**src/rtl/soc_pkg.sv**
```systemverilog
// rtl/soc_pkg.sv - shared widths and store-controller state encoding
package soc_pkg;

    localparam int DEF_DATA_W = 8;
    localparam int DEF_ADDR_W = 8;

    typedef enum logic [2:0] {
        ST_IDLE  = 3'd0,
        ST_SETUP = 3'd1,
        ST_WRITE = 3'd2,
        ST_DONE  = 3'd3,
        ST_ERR   = 3'd4
    } st_state_e;

    function automatic logic st_is_busy(input st_state_e s);
        return (s == ST_SETUP) || (s == ST_WRITE);
    endfunction

endpackage

```
**src/rtl/wait_timer.sv**
```systemverilog
// rtl/wait_timer.sv - wait-state counter with terminal count at TIMEOUT-1
module wait_timer #(
    parameter int TIMEOUT = 15
) (
    input  logic clk,
    input  logic reset,
    input  logic clear,
    input  logic enable,
    output logic tc
);

    localparam int CNT_W = $clog2(TIMEOUT) + 1;

    logic [CNT_W-1:0] count;

    always_ff @(posedge clk) begin
        if (reset || clear) begin
            count <= '0;
        end else if (enable && !tc) begin
            count <= count + CNT_W'(1);
        end
    end

    assign tc = (count == CNT_W'(TIMEOUT - 1));

endmodule

```
**src/rtl/acc_store_ctrl.sv**
```systemverilog
// rtl/acc_store_ctrl.sv - captures accumulator value and writes it to data memory
module acc_store_ctrl
    import soc_pkg::*;
#(
    parameter int DATA_W  = DEF_DATA_W,
    parameter int ADDR_W  = DEF_ADDR_W,
    parameter int TIMEOUT = 15
) (
    input  logic              clk,
    input  logic              reset,
    input  logic              st_req,
    input  logic [ADDR_W-1:0] st_addr,
    input  logic [DATA_W-1:0] acc_data,
    output logic              st_busy,
    output logic              st_done,
    output logic              st_err,
    output logic [ADDR_W-1:0] mem_addr,
    output logic [DATA_W-1:0] mem_wdata,
    output logic              mem_we,
    input  logic              mem_ready
);

    st_state_e state;
    st_state_e state_next;
    logic      timer_clear;
    logic      timer_en;
    logic      timer_tc;

    wait_timer #(
        .TIMEOUT(TIMEOUT)
    ) u_wait_timer (
        .clk    (clk),
        .reset  (reset),
        .clear  (timer_clear),
        .enable (timer_en),
        .tc     (timer_tc)
    );

    always_ff @(posedge clk) begin
        if (reset) begin
            state <= ST_IDLE;
        end else begin
            state <= state_next;
        end
    end

    // mem_ready wins over the timeout when both land in the same cycle
    always_comb begin
        state_next  = state;
        timer_clear = 1'b0;
        timer_en    = 1'b0;
        case (state)
            ST_IDLE: begin
                if (st_req) begin
                    state_next = ST_SETUP;
                end
            end
            ST_SETUP: begin
                state_next  = ST_WRITE;
                timer_clear = 1'b1;
            end
            ST_WRITE: begin
                if (mem_ready) begin
                    state_next = ST_DONE;
                end else if (timer_tc) begin
                    state_next = ST_ERR;
                end else begin
                    timer_en = 1'b1;
                end
            end
            ST_DONE:  state_next = ST_IDLE;
            ST_ERR:   state_next = ST_IDLE;
            default:  state_next = ST_IDLE;
        endcase
    end

    // Outputs are decoded from the next state so they are flops aligned with the state
    always_ff @(posedge clk) begin
        if (reset) begin
            st_busy   <= 1'b0;
            st_done   <= 1'b0;
            st_err    <= 1'b0;
            mem_we    <= 1'b0;
            mem_addr  <= '0;
            mem_wdata <= '0;
        end else begin
            st_busy <= st_is_busy(state_next);
            st_done <= (state_next == ST_DONE);
            st_err  <= (state_next == ST_ERR);
            mem_we  <= (state_next == ST_WRITE);
            if (state == ST_IDLE && st_req) begin
                mem_addr  <= st_addr;
                mem_wdata <= acc_data;
            end
        end
    end

endmodule

```
**config.mk**
```make
export PLATFORM = sky130hd
export DESIGN_NAME = acc_store_ctrl
export DESIGN_NICKNAME = d
export VERILOG_FILES = /design/src/rtl/soc_pkg.sv /design/src/rtl/wait_timer.sv /design/src/rtl/acc_store_ctrl.sv
export SDC_FILE = /design/constraint.sdc
export NUM_CORES = 1
export LEC_CHECK = 0
export CAP_MARGIN = 15
export CORE_MARGIN = 10
export CORE_UTILIZATION = 43
export CTS_CLUSTER_DIAMETER = 80
export DETAILED_ROUTE_END_ITERATION = 6
export GPL_ROUTABILITY_DRIVEN = 0
export HOLD_SLACK_MARGIN = 0.05
export PLACE_DENSITY = 0.77
export SKIP_LAST_GASP = 1
export SYNTH_ARGS = -nofsm -noshare
export SYNTH_HDL_FRONTEND = slang
export SYNTH_SLANG_ARGS = --single-unit
```
**constraint.sdc**
```tcl
create_clock -name clk -period 1.9 [get_ports clk]
set_input_delay 0.475 -clock clk [delete_from_list [all_inputs] [get_ports clk]]
set_output_delay 0.475 -clock clk [all_outputs]
set_load 0.005 [all_outputs]
```
==> out/metrics.csv <==
metric,value,unit
status,"complete, no violations",
ys_sh_adder,2.265,%
row_count,18,
fp_nets,151,
place_area,1558,sq um
nMultiInputCombCells,91,
top_area_cell,dfxtp_1,
layout_top_cell,clkdlybuf4s50_1,
numCtsBuffers,3,
wl_per_cell,14.74,microns
ys_warn_count,0,
r2r_end,u_wait_timer.count[0],
cts_sinks,28,
worstPathRequired,2.17,ns
place_ws,-0.2396,ns
use_met2,20.47,%
first_iter_violations,68,
fin_tns_setup,0,ns
fp_util,45.01,%
holdPathEnd,mem_addr[4],
cts_tree,yes,
rsz0062_at_grt,false,
top_cell,nand2_1,
grt_max_degree,17,
nClkBuffers,4,
ant_nets,0,
wirelength_met1,1192,microns
hp-class,reg -> reg,
comb_area,501.7,sq um
clock_path_buffers,2,
dr_wl_met3,245,microns
clockPowerShare,25.4,%
yosysUniqueCellTypes,29,
power_density,711.5,nW/um^2
cp.arrival,2.08,ns
ir_drop,711.5,uV
logic_family,simple AND/OR/NAND/NOR gates,
port_buffers,39,
critPathTopFamily,simple AND/OR/NAND/NOR gates,
fin_ws,0.08423,ns
leakage,0.0005836,uW
cts_hold_buf,0,
hold_start,mem_addr[4],
path_class,in -> reg,
crit_path_start,mem_ready,
xor_share,0,%
min_path_cells,2,
final_max_slew_viol_count,0,
simple_gate_area_share,27.18,%
yosysSeqAreaShare,50.74,%
ys.flops,28,
mux_share,1.812,%
top_layer_used,met4,
post_cts_resized,0,
p_sw,274.8,uW
clk_share,2.276,%
maxCapViolCount,0,
drive_gt1_share,8.721,%
htreeDepth,1,
largest_class,registers,
top_usage_layer,met2,
nNonClkBuffers,47,
critical_path.max_stage_delay,0.49,ns
grt_usage,11.87,%
first_global_vias,1033,
instances_no_fill,202,
top_regs,"mem_addr (8), mem_wdata (8), u_wait_timer.count (5)",
power.group.top,sequential cells,
chip_area,4997,sq um
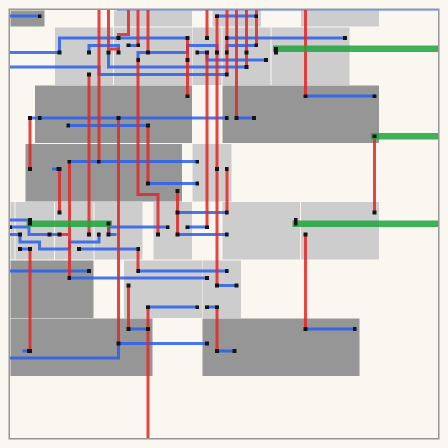
(layout detail)
Window x 43 to 63, y 8 to 28 microns. Cells in grey, sequential cells in the stronger grey; small squares are vias.
blue -> met1
red -> met2
green -> met3
netlist names of flops here include = state (2)
most frequent = dfxtp_1 (6), clkdlybuf4s50_1 (4), a21oi_1 (3)
cells with their middle in the window = 20
sequential cells in the window = 6

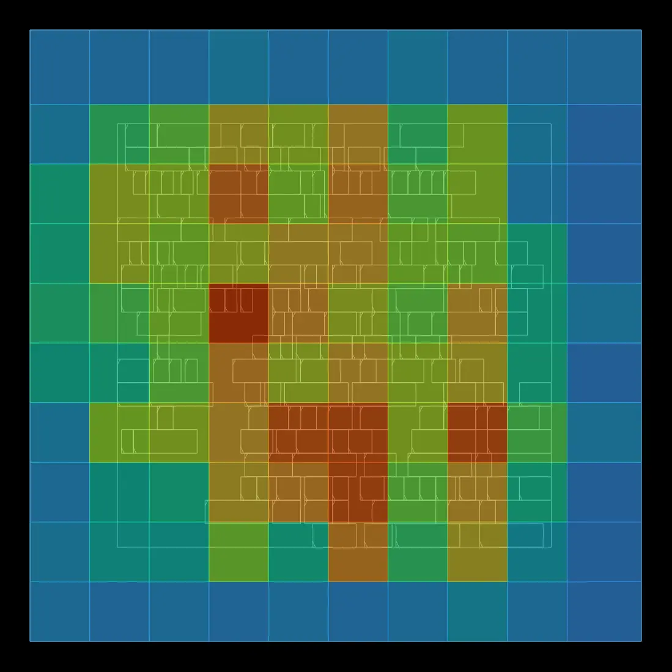
(congestion heat map)
GR Util met3: 5.160%
fin util: 64.93%

No activity file was given, so power comes from the tool's default toggle rates.
